Placed cells, one color a class:
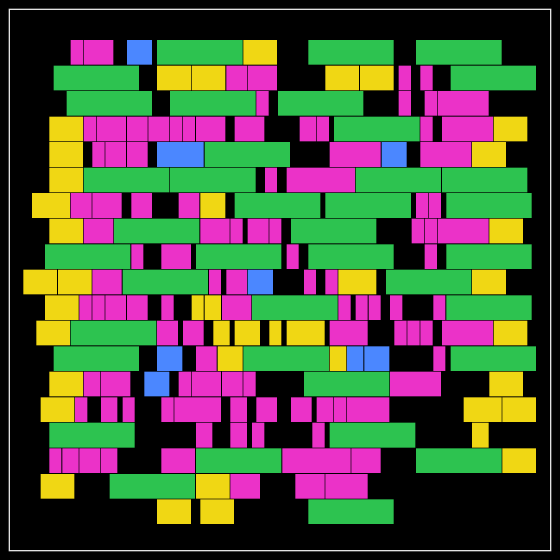
Routed metal, one color a layer:
Bar = 20 µm.
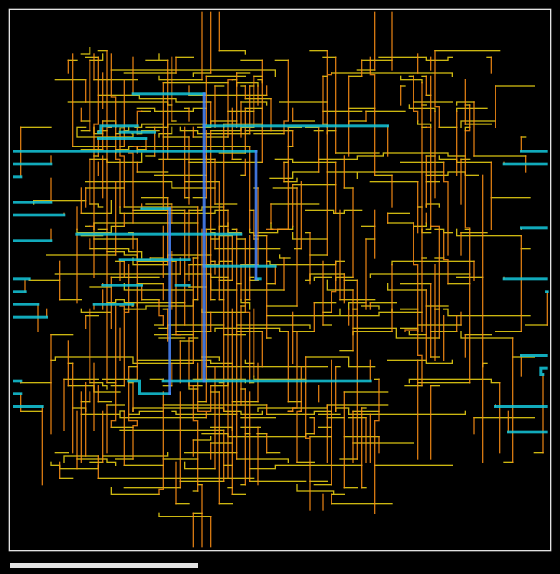
===== src/rtl/serial_subtractor.sv =====
// Bit-serial WIDTH-bit subtractor: a - b computed LSB first, one bit per clock, behind a start/busy/done handshake.
// Define SERIAL_SUB_OVERFLOW_EN to add the signed-overflow output ovf.
module serial_subtractor #(
   parameter int WIDTH = 8
) (
   input  logic             clk,
   input  logic             rst_n,
   input  logic             start,
   input  logic [WIDTH-1:0] a,
   input  logic [WIDTH-1:0] b,
   output logic             busy,
   output logic             done,
   output logic [WIDTH-1:0] diff,
   output logic             borrow_out
`ifdef SERIAL_SUB_OVERFLOW_EN
   ,
   output logic             ovf
`endif
);

   localparam int CNT_W = $clog2(WIDTH);
   localparam logic [CNT_W-1:0] LAST_BIT = CNT_W'(WIDTH - 1);

   typedef enum logic [1:0] {
      IDLE,
      RUN,
      DONE
   } state_t;

   state_t state;
   state_t state_next;

   logic [WIDTH-1:0] shift_a;
   logic [WIDTH-1:0] shift_b;
   logic [WIDTH-2:0] partial;
   logic             borrow;
   logic [CNT_W-1:0] cnt;

   logic             a0;
   logic             b0;
   logic             d;
   logic             bw_next;
   logic             last_bit;
   logic [WIDTH-1:0] full_next;

   // Half-subtractor cell plus borrow-in on the current LSBs
   always_comb begin
      a0        = shift_a[0];
      b0        = shift_b[0];
      d         = a0 ^ b0 ^ borrow;
      bw_next   = (~a0 & b0) | (~(a0 ^ b0) & borrow);
      last_bit  = (cnt == LAST_BIT);
      full_next = {d, partial};
   end

   always_ff @(posedge clk or negedge rst_n) begin
      if (!rst_n) begin
         state <= IDLE;
      end else begin
         state <= state_next;
      end
   end

   always_comb begin
      state_next = state;
      case (state)
         IDLE:    if (start) state_next = RUN;
         RUN:     if (last_bit) state_next = DONE;
         DONE:    state_next = IDLE;
         default: state_next = IDLE;
      endcase
   end

   always_comb begin
      busy = (state == RUN);
      done = (state == DONE);
   end

   // Partial result fills from the top; on the final bit the new d plus
   // the WIDTH-1 accumulated bits form the complete difference.
   always_ff @(posedge clk or negedge rst_n) begin
      if (!rst_n) begin
         shift_a    <= '0;
         shift_b    <= '0;
         partial    <= '0;
         borrow     <= 1'b0;
         cnt        <= '0;
         diff       <= '0;
         borrow_out <= 1'b0;
`ifdef SERIAL_SUB_OVERFLOW_EN
         ovf        <= 1'b0;
`endif
      end else if (state == IDLE && start) begin
         shift_a <= a;
         shift_b <= b;
         borrow  <= 1'b0;
         cnt     <= '0;
      end else if (state == RUN) begin
         shift_a <= shift_a >> 1;
         shift_b <= shift_b >> 1;
         partial <= full_next[WIDTH-1:1];
         borrow  <= bw_next;
         cnt     <= cnt + CNT_W'(1);
         if (last_bit) begin
            diff       <= full_next;
            borrow_out <= bw_next;
`ifdef SERIAL_SUB_OVERFLOW_EN
            ovf        <= (a0 != b0) && (d != a0);
`endif
         end
      end
   end

endmodule


===== config.mk =====
export PLATFORM = sky130hd
export DESIGN_NAME = serial_subtractor
export DESIGN_NICKNAME = d
export VERILOG_FILES = /design/src/rtl/serial_subtractor.sv
export SDC_FILE = /design/constraint.sdc
export NUM_CORES = 1
export LEC_CHECK = 0
export CAP_MARGIN = 20
export CORE_UTILIZATION = 55
export CTS_CLUSTER_DIAMETER = 60
export CTS_CLUSTER_SIZE = 20
export DETAILED_ROUTE_END_ITERATION = 8
export GPL_TIMING_DRIVEN = 0
export PLACE_DENSITY = 0.93
export SLEW_MARGIN = 0
export SYNTH_ARGS = -nofsm -noshare
export SYNTH_HDL_FRONTEND = slang
export SYNTH_SLANG_ARGS = --single-unit

===== constraint.sdc =====
create_clock -name clk -period 2.2 [get_ports clk]
set_input_delay 0.22 -clock clk [delete_from_list [all_inputs] [get_ports clk]]
set_output_delay 0.22 -clock clk [all_outputs]
set_load 0.1 [all_outputs]

==> impl_metrics.ini <==
; generated from flow reports
[run_status]
status = completed

[synth]
postSynth.asyncResetShare_pct = 100
ys.flops = 38
syn_inst = 152
synth_chip_area_mm2 = 0.00170
top_area_share_pct = 56.0
avgSynthCellArea_um2 = 11.2
syn_nets = 174

[clock_tree]
insertion_delay_ns = 0.35
postCtsSetupRepairBufs = 0

[flow_run]
warning_count = 26
cap_violations = 0

[final_timing]
finalSetupViolations = 0
setup_ws_ns = 0.0950
hold_ws_ns = 0.396
rsz0062_at_grt = false
fin_crit_ns = 2.10
tightestPinTransition_ns = 0.966
fin_tns_setup_ns = 0
slew-limit-headroom_pct = 35.4
skew_ns = 0.00340

[final_layout]
ff_count = 38
nets = 211
combGateArea_um2 = 659
clkCellAreaFrac_pct = 3.04

[power]
power_mw = 3.55
comb-power_mw = 1.90
net-switching-power_mw = 1.72
intPower_mw = 1.82
p_clk_mw = 0.390
clkPwrFrac_pct = 11.0

[global_route]
first_global_vias = 1274

[drt]
maxUsedRoutingLayer = met4
wl_met3_um = 198

[die]
row_count = 19

[placement]
place_congestion = 0.804

[setup_path]
rrSetupSlack_ns = 0.67
Back to the opening pictures, 'placed cells, one color a class':
- blue: clock drivers and dummy loads (cells 8)
- magenta: combinational and other logic (cells 104)
- yellow: remaining buffers and delay cells (cells 40)
- green: sequential cells (cells 38)
Util after Layout: 74.3%
flop share of the area: 45.3%

Back to the opening pictures, 'routed metal, one color a layer':
- yellow: metal 1 (wire length 1420 µm)
- cyan: metal 3 (wire length 198 µm)
- blue: metal 4 (wire length 63.9 µm)
- orange: metal 2 (wire length 1720 µm)
total wire length: 3400 µm
Vias: 1298
GR Util All Layers: 22.8%

==> layer usage <==
layer  global-route usage (%)  vias up
li1                         -      616
met1                     26.1      629
met2                     40.0       45
met3                     7.26        8
met4                     8.36        0
met5                        0        -
==> cell families after synthesis <==
logic type,after synthesis,synth area share (%)
DFF,38,56.0
AOI/OAI and AO/OA,38,15.7
and+or+nand+nor,49,13.5
buffers and inverters,16,5.31
muxes,8,6.85
adders and majority gates,3,2.65
==> flip-flops by register name, summed over array words and instances, names as in the netlist <==
signal      count
partial         7
borrow_out      1
shift_b         8
cnt             3
borrow          1
diff            8
shift_a         8
state           2
==> worst max-delay path, stage by stage (launching register included) <==
cell and delay [ns]:
dfrtp_1 0.47, buf_4 0.21, buf_4 0.19, nor2_2 0.10, clkdlybuf4s15_2 0.56
